File: config.mk
export PLATFORM = sky130hd
export DESIGN_NAME = run_ctrl
export DESIGN_NICKNAME = d
export VERILOG_FILES = /design/src/rtl/run_ctrl.sv
export SDC_FILE = /design/constraint.sdc
export NUM_CORES = 1
export LEC_CHECK = 0
export CAP_MARGIN = 20
export CORE_MARGIN = 4
export CORE_UTILIZATION = 35
export CTS_CLUSTER_SIZE = 25
export DETAILED_ROUTE_END_ITERATION = 10
export GPL_ROUTABILITY_DRIVEN = 0
export HOLD_SLACK_MARGIN = 0.06
export RECOVER_POWER = 50
export SETUP_SLACK_MARGIN = 0.05
export SYNTH_ARGS = -nofsm -noshare
export SYNTH_HDL_FRONTEND = slang
export SYNTH_SLANG_ARGS = --single-unit
File: constraint.sdc
create_clock -name clk -period 2.33 [get_ports clk]
set_input_delay 0.466 -clock clk [delete_from_list [all_inputs] [get_ports clk]]
set_output_delay 0.466 -clock clk [all_outputs]
set_load 0.005 [all_outputs]
File: src/rtl/run_ctrl.sv
// run_ctrl -- program-run sequencer for the 9-bit core.
//
// Takes a level start request from the host, holds the core (PC, flags) in
// reset for HOLD cycles, lets it run while counting RUN cycles until the core
// reports program end, then presents a sticky done until the request drops.
//
// Ports:
//   clk        in   single clock, rising edge
//   reset      in   asynchronous, active-low reset
//   req        in   host start request (level)
//   core_done  in   program-end indication from the core
//   core_rst   out  core PC/flag reset, 1 = hold
//   core_run   out  core step enable
//   busy       out  high in HOLD and RUN
//   done       out  high only in DONE
//   timeout    out  last run ended by the watchdog
//   cycle_cnt  out  RUN cycles in current or last run (saturating)
//
// Configuration:
//   RUN_CTRL_WATCHDOG_EN  when defined, a run is forced to DONE with
//                         timeout=1 after WDOG RUN cycles without core_done.
//                         When undefined, timeout is tied to 0.

module run_ctrl #(
    parameter int CW   = 16,
    parameter int HOLD = 4,
    parameter int WDOG = 4000
) (
    input  logic          clk,
    input  logic          reset,
    input  logic          req,
    input  logic          core_done,
    output logic          core_rst,
    output logic          core_run,
    output logic          busy,
    output logic          done,
    output logic          timeout,
    output logic [CW-1:0] cycle_cnt
);

    typedef enum logic [1:0] {
        S_IDLE = 2'd0,
        S_HOLD = 2'd1,
        S_RUN  = 2'd2,
        S_DONE = 2'd3
    } state_t;

    localparam int HW = (HOLD > 1) ? $clog2(HOLD) : 1;
    localparam logic [HW-1:0] HOLD_LAST = HW'(HOLD - 1);

    state_t        r_state;
    state_t        w_next;
    logic [HW-1:0] r_hold_cnt;
    logic [CW-1:0] r_cycle_cnt;
    logic          w_hold_last;
    logic          w_cnt_sat;
    logic          w_wdog;
    logic          w_start;
    logic          w_run_step;

    assign w_hold_last = (r_hold_cnt == HOLD_LAST);
    assign w_cnt_sat   = &r_cycle_cnt;
    assign w_start     = (r_state == S_IDLE) && req;
    // Every non-aborted RUN edge counts, including the one leaving RUN.
    assign w_run_step  = (r_state == S_RUN) && req;

`ifdef RUN_CTRL_WATCHDOG_EN
    localparam logic [CW-1:0] WDOG_LAST = CW'(WDOG - 1);

    // Fires on the edge that would bring the count to WDOG.
    assign w_wdog = (r_cycle_cnt == WDOG_LAST);

    logic r_timeout;

    always_ff @(posedge clk or negedge reset) begin
        if (!reset) begin
            r_timeout <= 1'b0;
        end else if (w_start) begin
            r_timeout <= 1'b0;
        end else if (w_run_step) begin
            // core_done on the same edge wins over the watchdog.
            r_timeout <= w_wdog && !core_done;
        end
    end

    assign timeout = r_timeout;
`else
    assign w_wdog  = 1'b0;
    assign timeout = 1'b0;
`endif

    // State register
    always_ff @(posedge clk or negedge reset) begin
        if (!reset) r_state <= S_IDLE;
        else        r_state <= w_next;
    end

    // Next-state logic; in RUN the order is abort > core_done > watchdog.
    always_comb begin
        w_next = r_state;
        case (r_state)
            S_IDLE: if (req) w_next = S_HOLD;
            S_HOLD: begin
                if (!req)             w_next = S_IDLE;
                else if (w_hold_last) w_next = S_RUN;
            end
            S_RUN: begin
                if (!req)                     w_next = S_IDLE;
                else if (core_done || w_wdog) w_next = S_DONE;
            end
            S_DONE: if (!req) w_next = S_IDLE;
            default: w_next = S_IDLE;
        endcase
    end

    // Hold and cycle counters
    always_ff @(posedge clk or negedge reset) begin
        if (!reset) begin
            r_hold_cnt  <= '0;
            r_cycle_cnt <= '0;
        end else if (w_start) begin
            r_hold_cnt  <= '0;
            r_cycle_cnt <= '0;
        end else begin
            if (r_state == S_HOLD)
                r_hold_cnt <= r_hold_cnt + 1'b1;
            if (w_run_step && !w_cnt_sat)
                r_cycle_cnt <= r_cycle_cnt + 1'b1;
        end
    end

    assign cycle_cnt = r_cycle_cnt;

    // Moore output decode from the registered state
    always_comb begin
        core_rst = 1'b1;
        core_run = 1'b0;
        busy     = 1'b0;
        done     = 1'b0;
        case (r_state)
            S_IDLE: ;
            S_HOLD: busy = 1'b1;
            S_RUN: begin
                core_rst = 1'b0;
                core_run = 1'b1;
                busy     = 1'b1;
            end
            S_DONE: begin
                core_rst = 1'b0;
                done     = 1'b1;
            end
            default: ;
        endcase
    end

endmodule

Fig. 1: sequential cells colored by netlist name
Other sequential cells in the stronger gray, the rest of the logic in the fainter gray.
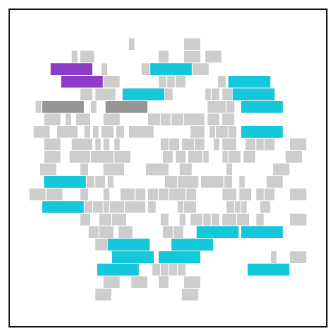
- `r_hold_cnt`: purple (sequential cells 2)
- `cycle_cnt`: cyan (sequential cells 16)

Fig. 2: pin map
Pins as bars across the die edge, other pins in gray.
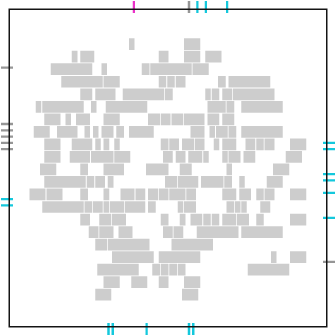
- `cycle_cnt`: cyan (pins 16; direction output; edge 6 right, 5 bottom, 3 top, 2 left)
- `timeout`: magenta (pins 1; direction output; edge top)
- all pins by edge: 8 left, 7 right, 5 bottom, 5 top

Fig. 3: clock wires, drivers and flops
Scale bar: 20 um.
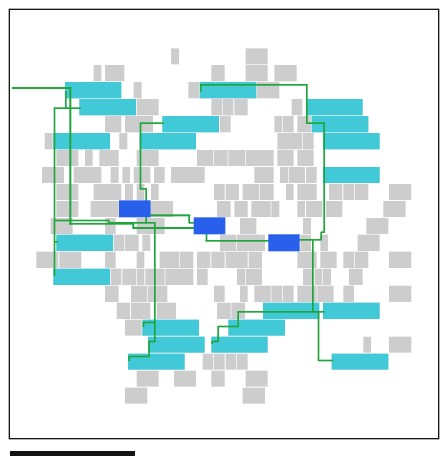
- flip-flops: cyan (count 20)
- clock wires: green (length 282 um)
- clock drivers: blue (count 3)
- routed clock nets: 4

==> notes.md <==
Reports from this run.

- The worst reg2reg path endpoint reads cycle_cnt[13]$_DFFE_PN0P_.
- Yosys reports that the leading cell type by area covers 38.9% of the netlist area.
- The dominant synthesized flop cell is dfrtp_1.
- In this run the worst setup path begins at r_state[0]$_DFFE_PN0P_.
- The synthesis run shows the most used standard cells to be dfrtp_1 (20), a21oi_1 (11), nand2_1 (11), nand3_1 (8), or3_1 (8).
- The overall routing resource usage reads 15.7%.
- The total die size reads 4710 um2.
- The area figure in the yosys stat output is 1290 um2.
- The worst-case vdd ir drop is 0.660 mV.
- The number of setup violations in the final report is 0.
- The share of flip-flops with an asynchronous set or reset after synthesis is 100%.
- After synthesis the netlist holds a flip-flop and latch count of 20.
- Compared with the post-synthesis result, the final layout area differs by 25.4%.
- After synthesis, the design contains 140 cells according to Yosys.
- Summed over all nets, the half-perimeter wirelength after detailed placement is 2310 um.
- The number of global-route vias before repair came to 1167.
- TritonCTS built the clock tree.
- The slew at the pin closest to its max-slew limit reads 1070 ps.
- For reference, the final report shows the max-slew violation count at 0.
- The path depth of the worst reg2reg path is 6.
- The largest area contributor in the synthesized netlist is dfrtp_1.
- The flow ran to the end, and the final reports show no timing, DRC or antenna violations.
- The number of fillers in the final layout reads 341.
- The number of placement rows reads 21.
- The CTS clock-pin slew for the worst setup and hold paths is 70 ps.
- The core utilization at floorplan reads 37.4%.
- 0 antenna diodes ended up in the layout.
- The instance count of the mapped netlist is 140.
- Following the worst setup path forward leads to its endpoint at core_rst.
- The leakage power of the design reads 0.663 nW.
- The number of buffers inserted by port buffering is 23.
- The largest fanout on the critical path reads 6.
- The number of hold violations in the final report is 0.
- The max-capacitance violation count is 0.
- The core area is 3440 um2.
- The count of different cell masters after synthesis reads 39.
- The area used by multi-input combinational logic reads 716 um2.
- The ratio of total power to cell area reads 724 nW/um2.
- The highest clock rate is 465 MHz.
- The floorplan step set the die width to 68.6 um.
- The critical register-to-register path startpoint is r_state[0]$_DFFE_PN0P_.
- The wire length of the first global-routing pass reads 5510 um.
- The max-slew headroom at the worst pin is 28.8%.
- The share of post-route cells with drive strength above 1 reads 8.43%.
- The mean routed wirelength per cell is 14.6 um.
- The register share after synthesis is 38.9%.
- The critical path endpoint has a required time of 1860 ps.
- The count of H-tree levels built during CTS reads 1.
- The type of destination of the critical path is a primary output.
- The maximum number of pins on one net before global-route repair is 21.
- The area taken by flip-flops and latches reads 500 um2.
- In the routed layout, each cell is associated on average with a via count of 5.64.
- The number of nets with antenna violations after detailed routing is 0.
- The sum of routed wire length over all layers is 3100 um.
- The type recorded for the worst min-delay path is flip-flop to flip-flop.
- Setup repair after global routing left no endpoint under its margin.
- The type of the worst setup path is flip-flop to primary output.
- The number of warning messages in the logs is 30.
- The synthesis stats list as the most numerous cell dfrtp_1.
- The total via count in the routed design reads 1196.
- The critical path arrival reads 1690 ps.
- For flop-to-flop paths, the worst setup slack is 360 ps.
- The overall power after layout reads 1.17 mW.
- The number of enable-type register cells in the synthesized netlist is 0.
- The floorplan net count reads 151.
- The total congestion overflow after global routing reads 0.
- STA classifies the critical path startpoint as a flip-flop.
- The mapped cell area reads 1290 um2.
- The first-pass detailed-route iteration total is 4.
- The initial antenna violation count reads 0.
- The total negative slack for setup checks reads 0 ps.
- The total number of nets in the final design reads 179.
- Sorting the synthesized cells by area gives the leading types as dfrtp_1 (39%), ha_1 (6.8%), a21oi_1 (4.3%).
- The mean instance size in the synthesized netlist reads 9.19 um2.
- The largest buffer count on any clock path is 2.
- The die span in y is 68.6 um.
- The time the worst path needs with I/O delays and setup is 2150 ps.
- The clock root buffer master is clkbuf_8.
- After detailed routing, the number of remaining DRC violations is 0.
- The first routing iteration left 76 violations.
- The count of synthesis-stage warnings from yosys is 0.
- The final clock period utilization by the worst path is 92.4%.
- The number of placed I/O pins is 25.
Fig. 4: clock nets
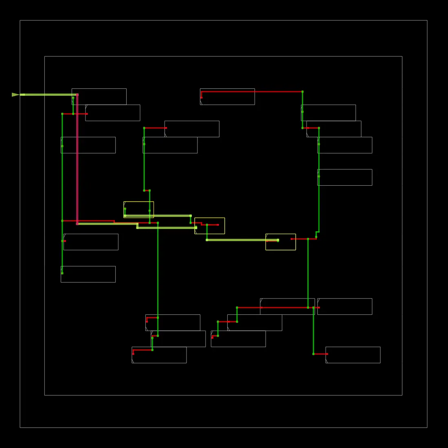
total clock buffers created by CTS: 3
Num Clock Sinks: 20
worst clock skew on the final layout: 2.02 ps
Clock Power: 0.225 mW
clk_lat worst skew: 250 ps

Fig. 5: signal wires by layer
Scale bar: 20 um.
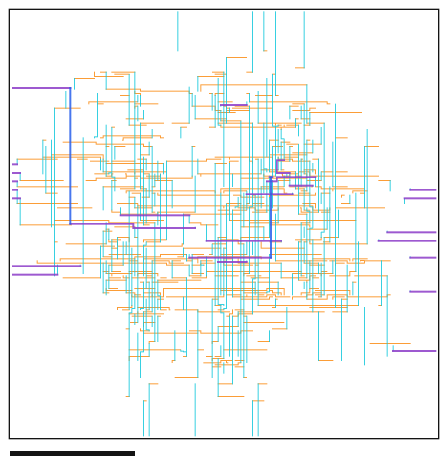
- metal 4: blue (wire length 34.7 um)
- metal 1: orange (wire length 1410 um)
- metal 3: purple (wire length 163 um)
- metal 2: cyan (wire length 1490 um)

-- metrics by stage --
stage / hold slack, ps / cells / util [%] / setup WS, ps / instance area [um2]
after floorplan: 170 / 140 / - / 355 / 1290
after global placement: 508 / 208 / 45.5 / 167 / 1570
after detailed placement: 528 / 208 / 45.5 / 134 / 1570
after CTS: 545 / 211 / 46.7 / 72.5 / 1610
after global routing: 593 / 212 / 46.9 / 51.9 / 1610
final: 542 / 212 / 46.9 / 177 / 1610
-- final cells by class --
type                            count  share of cell area, %
Multi-Input combinational cell    107                   44.4
Sequential cell                    20                   31.0
Timing Repair Buffer               29                   16.8
Tap cell                           46                   3.57
Clock buffer                        3                   2.56
Inverter                            7                   1.63
-- per-layer routing --
layer,up-vias,track usage [%],share of wire (%)
li1,582,-,-
met1,576,20.1,45
met4,0,4.47,1.1
met5,-,0,0
met3,4,4.54,5.2
met2,34,25.4,48
-- what timing repair did --
action,in CTS,in global routing
setup buffers,0,1
gates resized,0,1
setup endpoints to repair,0,2
hold buffers,0,0
-- report_power, final --
group          internal, mW  switching (mW)
Combinational         0.236           0.249
Clock                 0.115           0.110
Sequential            0.402          0.0567
-- registers in the layout, summed over array words and instances, names as in the netlist --
register    flops
cycle_cnt      16
r_hold_cnt      2
r_state         2
-- cells by family after synthesis --
group | Yosys count | share of synthesized area (%)
buffers and inverters | 13 | 5.54
AND/OR/NAND/NOR | 64 | 30.2
adder cells (fa/ha/maj) | 7 | 6.81
other | 1 | 0.292
AND-OR/OR-AND | 31 | 15.3
multiplexers | 3 | 2.33
XOR/XNOR | 1 | 0.681
flip-flops | 20 | 38.9
-- worst min path at each step --
stage / startpoint / to / slack (ps) / depth (start not counted)
final: r_hold_cnt[1]$_DFFE_PN0P_ / r_hold_cnt[1]$_DFFE_PN0P_ / 540 / 2
after global routing: r_hold_cnt[0]$_DFFE_PN0P_ / r_hold_cnt[0]$_DFFE_PN0P_ / 590 / 2
after CTS: r_hold_cnt[1]$_DFFE_PN0P_ / r_hold_cnt[1]$_DFFE_PN0P_ / 540 / 2
after detailed placement: r_hold_cnt[1]$_DFFE_PN0P_ / r_hold_cnt[1]$_DFFE_PN0P_ / 530 / 2
after global placement: r_hold_cnt[1]$_DFFE_PN0P_ / r_hold_cnt[1]$_DFFE_PN0P_ / 510 / 2
after floorplan: reset / cycle_cnt[0]$_DFFE_PN0P_ / 170 / 0
-- placed cells by master (no fill, tap or decap), drive strengths merged, types with 4 or more instances in the layout --
cell type and n:
dfrtp 20, clkdlybuf4s50 16, nand2 11, a21oi 11
nand3 9, or3 8, nand4 8, inv 7
dlygate4sd3 7, or4 7, o21ai 7, ha 7
nor2 6, buf 5, nand2b 4, clkbuf 4
-- worst max-delay path: stages (launching register included) --
cell and delay, ps:
dfrtp_1 350, inv_1 90, ha_2 220, buf_4 160
nor2_1 110, clkdlybuf4s50_1 510
Power figures rest on the tool's default switching activity, not on a simulated workload.
